Figure 1. PDN straps and rails.
The bar under the picture is 20 um long. Pins as bars on the die edge.
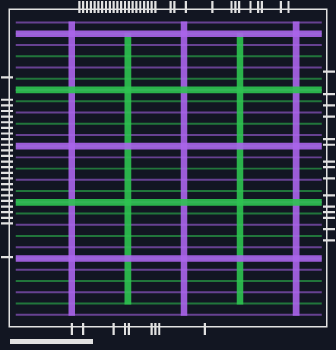
Figure 2. Cell classes on the final placement.
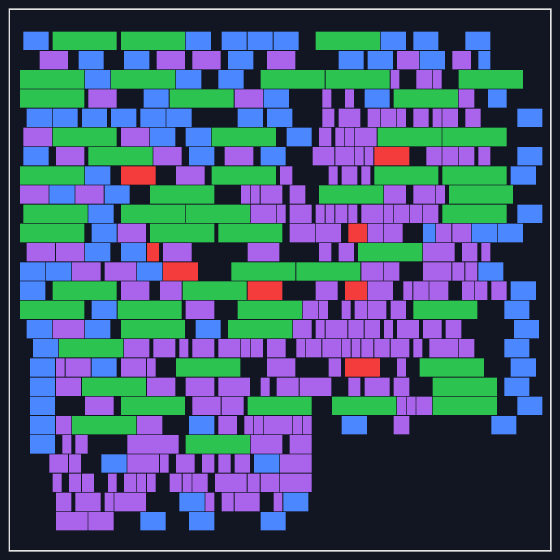
==> src/rtl/memory_dumper.sv <==
// -----------------------------------------------------------------------------
// memory_dumper
//   Streams a range of balanced-ternary memory words to a downstream consumer.
//   Each trit is 2 bits: TRIT_Z = 2'b00 (0), TRIT_P = 2'b01 (+1),
//   TRIT_N = 2'b10 (-1).
//   The address walks from start_addr to end_addr inclusive, incrementing in
//   ternary and wrapping silently at the top of the address space.
//   WORD_SIZE must be larger than MEM_ADDR_SIZE: the increment is done on the
//   address zero-padded to a full word.
//
// Ports
//   clock          : single clock, rising edge
//   reset          : asynchronous, active low
//   start_dump     : begin a dump (looked at only while idle)
//   abort          : cancel a dump in progress on the next edge
//   start_addr     : first address of the range (latched on start)
//   end_addr       : last address of the range (latched on start)
//   mem_addr       : memory read address
//   mem_read       : one-cycle read strobe; data is expected the cycle after
//   mem_read_data  : memory read data
//   out_data       : dumped word
//   out_valid      : out_data is valid
//   out_ready      : consumer accepts out_data
//   dump_busy      : high whenever the FSM is not idle
//   dump_complete  : one-cycle pulse at the normal end of a dump
//   word_count     : words accepted downstream in the current / last dump
//   o_state        : FSM state for observation
// -----------------------------------------------------------------------------
`ifndef TRIT_Z
`define TRIT_Z 2'b00
`endif
`ifndef TRIT_P
`define TRIT_P 2'b01
`endif
`ifndef TRIT_N
`define TRIT_N 2'b10
`endif

// Balanced-ternary ripple-carry adder: o_sum = i_a + i_b + i_carry.
module ternary_ripple_carry_adder #(
  parameter int N = 9
) (
  input  logic [2*N-1:0] i_a,
  input  logic [2*N-1:0] i_b,
  input  logic [1:0]     i_carry,
  output logic [2*N-1:0] o_sum,
  output logic [1:0]     o_carry
);

  function automatic logic signed [2:0] trit_val(input logic [1:0] t);
    case (t)
      `TRIT_P: trit_val = 3'sd1;
      `TRIT_N: trit_val = -3'sd1;
      default: trit_val = 3'sd0;
    endcase
  endfunction

  function automatic logic [1:0] trit_enc(input logic signed [2:0] v);
    case (v)
      3'sd1:   trit_enc = `TRIT_P;
      -3'sd1:  trit_enc = `TRIT_N;
      default: trit_enc = `TRIT_Z;
    endcase
  endfunction

  always_comb begin
    logic signed [2:0] s;
    logic signed [2:0] c;
    s     = 3'sd0;
    c     = trit_val(i_carry);
    o_sum = '0;
    for (int i = 0; i < N; i++) begin
      // Digit sum lies in -3..3; fold back into -1..1 with a carry of +/-1.
      s = trit_val(i_a[2*i +: 2]) + trit_val(i_b[2*i +: 2]) + c;
      if (s > 3'sd1) begin
        o_sum[2*i +: 2] = trit_enc(s - 3'sd3);
        c               = 3'sd1;
      end else if (s < -3'sd1) begin
        o_sum[2*i +: 2] = trit_enc(s + 3'sd3);
        c               = -3'sd1;
      end else begin
        o_sum[2*i +: 2] = trit_enc(s);
        c               = 3'sd0;
      end
    end
    o_carry = trit_enc(c);
  end

endmodule

module memory_dumper #(
  parameter int WORD_SIZE     = 9,
  parameter int MEM_ADDR_SIZE = 3
) (
  input  logic                       clock,
  input  logic                       reset,
  input  logic                       start_dump,
  input  logic                       abort,
  input  logic [2*MEM_ADDR_SIZE-1:0] start_addr,
  input  logic [2*MEM_ADDR_SIZE-1:0] end_addr,
  output logic [2*MEM_ADDR_SIZE-1:0] mem_addr,
  output logic                       mem_read,
  input  logic [2*WORD_SIZE-1:0]     mem_read_data,
  output logic [2*WORD_SIZE-1:0]     out_data,
  output logic                       out_valid,
  input  logic                       out_ready,
  output logic                       dump_busy,
  output logic                       dump_complete,
  output logic [15:0]                word_count,
  output logic [2:0]                 o_state
);

  localparam int AW = 2 * MEM_ADDR_SIZE;
  localparam int DW = 2 * WORD_SIZE;

  typedef enum logic [2:0] {
    S_IDLE = 3'd0,
    S_READ = 3'd1,
    S_WAIT = 3'd2,
    S_SEND = 3'd3,
    S_DONE = 3'd4
  } state_t;

  state_t        r_state;
  logic [AW-1:0] r_end_addr;

  // Stream handshake: a word transfers on a rising edge where out_valid and
  // out_ready are both high. Once out_valid rises, out_data and out_valid are
  // held unchanged until that transfer; out_ready is don't-care while
  // out_valid is low.
  logic w_hs;
  assign w_hs = out_valid && out_ready;

  logic [DW-1:0] w_pad_addr;
  logic [DW-1:0] w_one;
  logic [DW-1:0] w_sum;
  logic [1:0]    w_unused_carry;
  logic [AW-1:0] w_next_addr;
  logic [DW-AW-1:0] w_unused_sum_hi;

  assign w_pad_addr = {{(DW-AW){1'b0}}, mem_addr};
  assign w_one      = {{(DW-2){1'b0}}, `TRIT_P};

  ternary_ripple_carry_adder #(.N(WORD_SIZE)) u_inc (
    .i_a     (w_pad_addr),
    .i_b     (w_one),
    .i_carry (`TRIT_Z),
    .o_sum   (w_sum),
    .o_carry (w_unused_carry)
  );

  // Truncation drops the carry out of the top address trit: silent wrap.
  assign w_next_addr     = w_sum[AW-1:0];
  assign w_unused_sum_hi = w_sum[DW-1:AW];

  assign dump_busy = (r_state != S_IDLE);
  assign o_state   = r_state;

  always_ff @(posedge clock or negedge reset) begin
    if (!reset) begin
      r_state       <= S_IDLE;
      r_end_addr    <= '0;
      mem_addr      <= '0;
      mem_read      <= 1'b0;
      out_data      <= '0;
      out_valid     <= 1'b0;
      dump_complete <= 1'b0;
      word_count    <= 16'd0;
    end else begin
      dump_complete <= 1'b0;
      if (r_state != S_IDLE && abort) begin
        // Abort beats a simultaneous handshake, but the word did transfer.
        r_state   <= S_IDLE;
        out_valid <= 1'b0;
        mem_read  <= 1'b0;
        if (w_hs) word_count <= word_count + 16'd1;
      end else begin
        case (r_state)
          S_IDLE: begin
            if (start_dump) begin
              mem_addr   <= start_addr;
              r_end_addr <= end_addr;
              word_count <= 16'd0;
              mem_read   <= 1'b1;
              r_state    <= S_READ;
            end
          end
          S_READ: begin
            mem_read <= 1'b0;
            r_state  <= S_WAIT;
          end
          S_WAIT: begin
            out_data  <= mem_read_data;
            out_valid <= 1'b1;
            r_state   <= S_SEND;
          end
          S_SEND: begin
            if (w_hs) begin
              out_valid  <= 1'b0;
              word_count <= word_count + 16'd1;
              if (mem_addr == r_end_addr) begin
                dump_complete <= 1'b1;
                r_state       <= S_DONE;
              end else begin
                mem_addr <= w_next_addr;
                mem_read <= 1'b1;
                r_state  <= S_READ;
              end
            end
          end
          S_DONE: begin
            r_state <= S_IDLE;
          end
          default: begin
            r_state <= S_IDLE;
          end
        endcase
      end
    end
  end

endmodule

==> config.mk <==
export PLATFORM = sky130hd
export DESIGN_NAME = memory_dumper
export DESIGN_NICKNAME = d
export VERILOG_FILES = /design/src/rtl/memory_dumper.sv
export SDC_FILE = /design/constraint.sdc
export NUM_CORES = 1
export LEC_CHECK = 0
export CAP_MARGIN = 30
export CORE_UTILIZATION = 51
export DETAILED_ROUTE_END_ITERATION = 10
export PLACE_DENSITY = 0.92
export SLEW_MARGIN = 20
export SYNTH_ARGS = -nofsm -noshare
export SYNTH_HDL_FRONTEND = slang
export SYNTH_SLANG_ARGS = --single-unit
==> constraint.sdc <==
create_clock -name clock -period 9.2 [get_ports clock]
set_clock_uncertainty 0.05 [all_clocks]
set_input_delay 1.84 -clock clock [delete_from_list [all_inputs] [get_ports clock]]
set_output_delay 1.84 -clock clock [all_outputs]
set_load 0.1 [all_outputs]
==> impl_metrics.ini <==
; synthesis and place-and-route metrics
[detailed_routing]
drt_iter0_markers = 115
num_vias = 2308
wl_met2_mm = 2.980
wl_met3_um = 386
via_per_inst = 5.522

[setup_path]
crit_arrival_ns = 2.32
path_class = reg -> out
cp_top_family = buffers and inverters
rrSetupSlack_ns = 5.09
r2r_cells = 18

[synth]
mux_share_pct = 13.23
synthArstFlopShare_pct = 100.0
simple_gate_share_pct = 18.45
synthCells = 266
synth_top_cell_by_count = dfrtp_1
synth_cell_type_count = 51
synth_top_area_share_pct = 46.02
yosysChipArea_um2 = 2828
synth_nets = 314
synthTopCellsByArea = dfrtp_1 (46%), mux2_2 (9.6%), ha_1 (5.3%), nor2_1 (2.9%), mux2i_1 (2.5%)
ys_warn_count = 0
synth.largest_area_cell = dfrtp_1

[cells_and_area]
final-instance-count-excl-fill = 418
diodes = 0
drive_above_1_share_pct = 12.36
final_common_cell = clkdlybuf4s50_1
final_net_count = 395

[clocking]
cts-resized-gates = 0
numCtsBuffers = 5
clk_pin_slew_ns = 0.09

[place]
placed_cell_area_um2 = 3679
io_buffers = 81

[outcome]
status = finished clean

[final_timing]
fin_hold_ws_ns = 0.4289
final.setup.tns_ns = 0
fmax_mhz = 237.5

[job]
warning_count = 31

[grt]
antenna_found_initial = 0
-- Figure 1 (at the start) --
colour	net
green	VDD
purple	VSS
met1 rails	27
signal pins	82
rows	26
Core Region: 5238 um2
Die Wd: 76.46 um

-- Figure 2 (at the start) --
colour	class	cells	share of their area
red	clock drivers and dummy loads	8	2.4%
green	sequential cells	52	35%
purple	combinational and other logic	205	40%
blue	remaining buffers and delay cells	83	22%
Seq/total area: 34.48%
# rows: 26
final design utilization: 72.05%
Finished Cell Area: 3774 um2

==> area by class of cell <==
cell class	count	area, um2
clock buffer	5	68.82
clock inverter	3	21.27
fill	365	1464
inverter	12	45.04
multi-input combinational	193	1431
sequential	52	1301
tap	70	87.58
timing repair buffer	83	818.3
==> worst max-delay path by stage <==
stage	endpoint	cells past startpoint
2_1_floorplan	mem_addr[5]$_DFFE_PN0P_	18
3_3_place_gp	word_count[13]$_DFFE_PN0P_	6
3_5_place_dp	word_count[13]$_DFFE_PN0P_	6
4_1_cts	dump_busy	2
5_1_grt	mem_addr[5]$_DFFE_PN0P_	18
6_report	dump_busy	2
